## src/rtl/dmem_arbiter.sv

```systemverilog
// Data-memory port arbiter: shares one data_mem port between the CPU
// load/store path (priority) and an auxiliary valid/ready requester.
// A saturating starvation counter forces the aux requester in after
// MAX_CPU_BURST back-to-back CPU grants that found aux_valid pending.
module dmem_arbiter #(
  parameter int MAX_CPU_BURST = 4  // legal range 1..15
) (
  input  logic        clk,
  input  logic        reset,
  // CPU load/store path
  input  logic [31:0] cpu_addr,
  input  logic [31:0] cpu_wdata,
  input  logic        cpu_memread,
  input  logic        cpu_memwrite,
  input  logic [2:0]  cpu_sign_mask,
  output logic [31:0] cpu_rdata,
  output logic        cpu_stall,
  // auxiliary requester (debug loader / DMA)
  input  logic        aux_valid,
  input  logic        aux_we,
  input  logic [31:0] aux_addr,
  input  logic [31:0] aux_wdata,
  input  logic [2:0]  aux_sign_mask,
  output logic        aux_ready,
  output logic        aux_rvalid,
  output logic [31:0] aux_rdata,
  // data memory port
  output logic [31:0] mem_addr,
  output logic [31:0] mem_wdata,
  output logic        mem_memread,
  output logic        mem_memwrite,
  output logic [2:0]  mem_sign_mask,
  input  logic [31:0] mem_rdata,
  input  logic        mem_busy
);

  localparam logic [1:0] ST_IDLE    = 2'd0;
  localparam logic [1:0] ST_CPU_ACC = 2'd1;
  localparam logic [1:0] ST_AUX_ACC = 2'd2;

  localparam logic [3:0] BURST_LIMIT = 4'(MAX_CPU_BURST);

  logic [1:0]  state_q, state_d;
  logic [3:0]  starve_q, starve_d;
  logic        aux_rvalid_q, aux_rvalid_d;
  logic [31:0] aux_rdata_q, aux_rdata_d;

  // Registered aux request, held for the whole AUX_ACC access
  logic        aux_load;
  logic        aux_we_q;
  logic [31:0] aux_addr_q;
  logic [31:0] aux_wdata_q;
  logic [2:0]  aux_mask_q;

  logic cpu_req;
  logic aux_force;

  assign cpu_req   = cpu_memread | cpu_memwrite;
  assign aux_force = aux_valid & (starve_q >= BURST_LIMIT);

  // The CPU always sees the memory read bus; it is only meaningful when its
  // own access completes, and the stall hides every other cycle.
  assign cpu_rdata  = mem_rdata;
  assign aux_rvalid = aux_rvalid_q;
  assign aux_rdata  = aux_rdata_q;

  // Grant decision, memory-port mux and next-state logic
  always_comb begin
    // NOTE: every signal driven here gets a default first, so no path through
    // the case can leave one unassigned and infer a latch.
    state_d       = state_q;
    starve_d      = starve_q;
    aux_rvalid_d  = 1'b0;
    aux_rdata_d   = aux_rdata_q;
    aux_load      = 1'b0;
    aux_ready     = 1'b0;
    cpu_stall     = 1'b0;
    mem_addr      = cpu_addr;
    mem_wdata     = cpu_wdata;
    mem_sign_mask = cpu_sign_mask;
    mem_memread   = 1'b0;
    mem_memwrite  = 1'b0;

    case (state_q)
      ST_IDLE: begin
        if (cpu_req && !aux_force) begin
          // CPU passes straight through: no added latency
          mem_memread  = cpu_memread;
          mem_memwrite = cpu_memwrite;
          cpu_stall    = mem_busy;
          if (mem_busy) state_d = ST_CPU_ACC;
          if (aux_valid) begin
            starve_d = (starve_q == 4'hF) ? 4'hF : starve_q + 4'd1;
          end else begin
            starve_d = 4'd0;
          end
        end else if (aux_valid) begin
          // Accept the aux request; the access itself goes out next cycle
          aux_ready = 1'b1;
          cpu_stall = 1'b1;
          aux_load  = 1'b1;
          starve_d  = 4'd0;
          state_d   = ST_AUX_ACC;
        end else begin
          starve_d = 4'd0;
        end
      end

      ST_CPU_ACC: begin
        mem_memread  = cpu_memread;
        mem_memwrite = cpu_memwrite;
        cpu_stall    = mem_busy;
        if (!mem_busy) state_d = ST_IDLE;
      end

      ST_AUX_ACC: begin
        mem_addr      = aux_addr_q;
        mem_wdata     = aux_wdata_q;
        mem_sign_mask = aux_mask_q;
        mem_memwrite  = aux_we_q;
        mem_memread   = ~aux_we_q;
        cpu_stall     = 1'b1;
        if (!mem_busy) begin
          // Captured for writes too, so aux_rdata always tracks the last completion
          aux_rdata_d  = mem_rdata;
          aux_rvalid_d = 1'b1;
          state_d      = ST_IDLE;
        end
      end

      default: state_d = ST_IDLE;
    endcase

    // Nothing is granted or issued while reset is held
    if (reset) begin
      aux_ready    = 1'b0;
      cpu_stall    = 1'b0;
      mem_memread  = 1'b0;
      mem_memwrite = 1'b0;
    end
  end

  // Control state with synchronous reset
  always_ff @(posedge clk) begin
    // NOTE: sequential state uses non-blocking assignments so every register
    // samples the pre-edge values regardless of statement order.
    if (reset) begin
      state_q      <= ST_IDLE;
      starve_q     <= 4'd0;
      aux_rvalid_q <= 1'b0;
      aux_rdata_q  <= 32'd0;
    end else begin
      state_q      <= state_d;
      starve_q     <= starve_d;
      aux_rvalid_q <= aux_rvalid_d;
      aux_rdata_q  <= aux_rdata_d;
    end
  end

  // Aux request payload, loaded on the grant cycle
  always_ff @(posedge clk) begin
    // NOTE: payload registers are not reset; they are only observed in
    // AUX_ACC, which is always entered through a load.
    if (aux_load) begin
      aux_we_q    <= aux_we;
      aux_addr_q  <= aux_addr;
      aux_wdata_q <= aux_wdata;
      aux_mask_q  <= aux_sign_mask;
    end
  end

endmodule

```

## config.mk

```make
export PLATFORM = sky130hd
export DESIGN_NAME = dmem_arbiter
export DESIGN_NICKNAME = d
export VERILOG_FILES = /design/src/rtl/dmem_arbiter.sv
export SDC_FILE = /design/constraint.sdc
export NUM_CORES = 1
export LEC_CHECK = 0
export CORE_AREA = 2 2 120 122
export CTS_BUF_LIST = sky130_fd_sc_hd__clkbuf_16
export DETAILED_ROUTE_END_ITERATION = 8
export DIE_AREA = 0 0 122 124
export GPL_TIMING_DRIVEN = 1
export PLACE_DENSITY = 0.87
export SYNTH_ARGS = -nofsm -noshare
export SYNTH_HDL_FRONTEND = slang
export SYNTH_SLANG_ARGS = --single-unit
```

## constraint.sdc

```tcl
create_clock -name clk -period 5.9 [get_ports clk]
set_input_delay 0.59 -clock clk [delete_from_list [all_inputs] [get_ports clk]]
set_output_delay 0.59 -clock clk [all_outputs]
set_load 0.02 [all_outputs]
```

Placed cells, one colour a class:
(2 px per um)
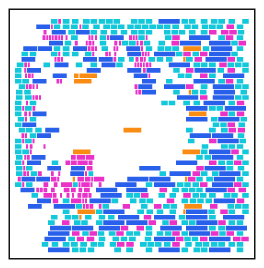
all other logic -> magenta  # cells 213
flip-flops -> blue  # cells 107
clock drivers and dummy loads -> orange  # cells 16
other buffers and delay cells -> cyan  # cells 311
Final Cell Area: 0.007926 mm2
Util after Layout: 57.77%

I/O nets highlighted:
(4 px per um)
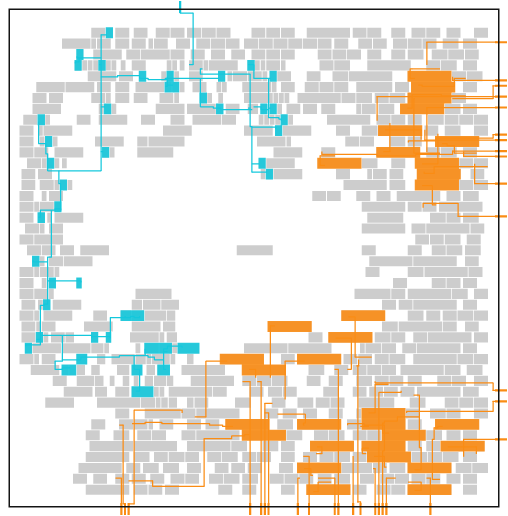
`reset` -> cyan  # direction input, end cells 46, wire 398 um
`aux_wdata` -> orange  # direction input, end cells 32, wire 1120 um

==> qor.yml <==
critical_path_class: "register to output pin"
finalClockSkew_ps: 4.961
dieArea_mm2: 0.01513
wl_met2_mm: 7.759
ys_sh_aoi_pct: 7.008
wl_met1_mm: 5.639
routed_via_density: 4.654
synth.avg_cell_area_um2: 12.59
overflow: 0
routed_wirelength_mm: 15.00
critPathTopFamily: "buffers and inverters"
hold_viol: 0
layout_top_cells: "clkdlybuf4s50_1 (308), edfxtp_1 (68), nand2_1 (65)"
r2r_start: "state_q[0]"
r2r_cells: 5
grt_max_degree: 71
syn_to_final_growth_pct: 68.80
reg2reg_slack_ps: 3680
synth_adder_area_share_pct: 1.332
ctsResizeCount: 0
tightest_slew_ps: 1262
fp_util_pct: 34.23
top_layer: "met4"
setup-violations-final: 0
cts_tree: "built"
die_x_um: 122
fmax_mhz: 275.8
critPathBufInv: 3
fin_ws_ps: 2275
path_max_fanout: 70
cp.depth: 7
cp_slowest_cell: "clkdlybuf4s50_1"
whs_path_depth: 2
rsz0062_at_grt: "false"
critPathRequiredTime_ps: 5310
hp-class: "register to register"
ys_ff: 107
cts_made_buffers: 9
xor_share_pct: 0
firstDrtPassIters: 4
syn_nets: 551
ctsHoldBuffers: 0
worstPathCellList: "inv_1 > ha_2 > buf_4 > nor2b_1 > nor2_1 > a2111oi_2 > clkdlybuf4s50_1"
htree_levels: 3
power_density_mw_per_mm2: 223.5
numPortBuffers: 308
ios: 309
lay_top_count: "clkdlybuf4s50_1"
leakage_nw: 2.716
logic_family: "multiplexers"
slew_headroom_pct: 15.87
tns_ps: 0
simple_gate_share_pct: 7.407
status: "finished, final reports clean"
max_stage_delay_ps: 680
clock_path_buffers: 2
synth_cell_types: 32
placed_area_mm2: 0.007671
wire_per_inst_um: 18.13
yosysWarnings: 0
dieHeight_um: 124
cts_sinks: 107
yosysChipArea_mm2: 0.004696
grt_pass1_vias: 3822
Placed standard cells:
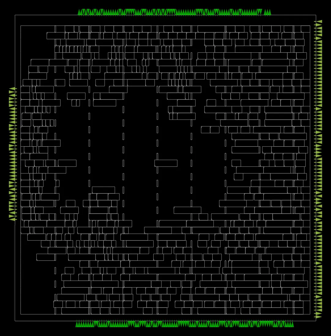
Seq area share: 35.61%
Core Area: 0.01372 mm2
Cell Rows: 43
Tapcells: 180
flop count: 107

Clock distribution:
(2 px per um)
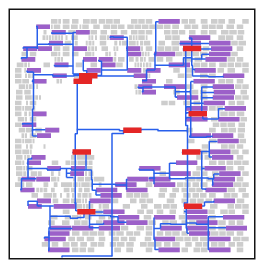
clock wires -> blue  # length 1320 um
flip-flops -> purple  # count 107
cells driving clock nets -> red  # count 9
flops lie = all over the die
routed clock nets = 10

-- cells by family after synthesis --
| group | Yosys count |
|---|---|
| compound gates | 53 |
| simple gates | 83 |
| flops | 107 |
| mux | 67 |
| buf+inv | 58 |
| fa+ha+maj | 5 |
-- metal layers --
metal / GRT usage (%) / up-vias
met5: 0 / -
met4: 8.118 / 0
met3: 4.762 / 19
met2: 33.34 / 173
met1: 19.97 / 1815
li1: - / 1842
-- area by class of cell --
| cell class | instances | area (um2) |
|---|---|---|
| multi-input combinational | 208 | 1499 |
| clock buffer | 9 | 225.2 |
| sequential | 107 | 2823 |
| timing repair buffer | 311 | 3105 |
| tap | 180 | 225.2 |
| inverter | 5 | 18.77 |
| fill | 1086 | 5793 |
| clock inverter | 7 | 30.03 |
-- worst register-to-register path: cells and delay by family, from the launching register on --
family / cells / cell delay, ps
fa+ha+maj: 1 / 340
compound gates: 1 / 230
buf+inv: 3 / 860
flops: 1 / 340
-- where the power goes --
group	switching (mW)	internal, mW	total [mW]	leakage [nW]
Clock	0.258	0.278	0.536	0.137
Sequential	0.00835	0.822	0.830	0.937
Combinational	0.172	0.233	0.405	1.64
-- state kept, by name (all words and copies together), names as in the netlist --
name         flops
aux_rvalid       1
aux_rdata       32
aux_addr_q      32
aux_mask_q       3
aux_we_q         1
aux_wdata_q     32
state_q          2
starve_q         4
-- stage by stage --
| step | std cells | utilization (%) | hold WS [ps] |
|---|---|---|---|
| 5_1_grt | 827 | 57.77 | 471.8 |
| 4_1_cts | 827 | 57.77 | 457.5 |
| 2_1_floorplan | 373 | - | 449.6 |
| 6_report | 827 | 57.77 | 459.2 |
| 3_5_place_dp | 811 | 55.91 | 447.6 |
| 3_3_place_gp | 811 | 55.91 | 443.4 |
-- cells in the mapped netlist --
cell       number  area [um2]
and3_1          1       6.260
a22oi_1         1       7.510
o41ai_1         1       8.760
a311oi_1        1       8.760
ha_1            5       62.56
o32ai_1         1       8.760
nor2_1          6       22.52
o311ai_2        1       16.27
buf_2           9       45.04
inv_1           5       18.77
nor2b_1         2       12.51
nor3b_1         2       15.01
a21oi_1        37       185.2
a31oi_1         1       6.260
mux2_1          8       90.09
nand2b_1        4       25.02
a21o_1          1       7.510
buf_4          40       300.3
nand2_2         1       6.260
o21a_2          1       8.760
nand2_1        65       244.0
a2111oi_2       2       30.03
dfxtp_1        39       780.8
and4b_1         1       10.01
o21ai_0         3       15.01
edfxtp_1       68        2042
mux2_2         59       664.4
buf_1           1       3.750
o31a_1          1       8.760
clkbuf_1        3       11.26
nand4_1         1       6.260
o2111ai_1       2       17.52
-- worst min path at each step --
stage                     to     startpoint  slack [ps]
2_1_floorplan    starve_q[1]    starve_q[1]         450
3_3_place_gp   aux_rdata[23]  aux_rdata[23]         440
3_5_place_dp   aux_rdata[11]  aux_rdata[11]         450
4_1_cts        aux_rdata[11]  aux_rdata[11]         460
5_1_grt         aux_rdata[8]   aux_rdata[8]         470
6_report       aux_rdata[18]  aux_rdata[18]         460
Power and IR drop assume default switching activity.
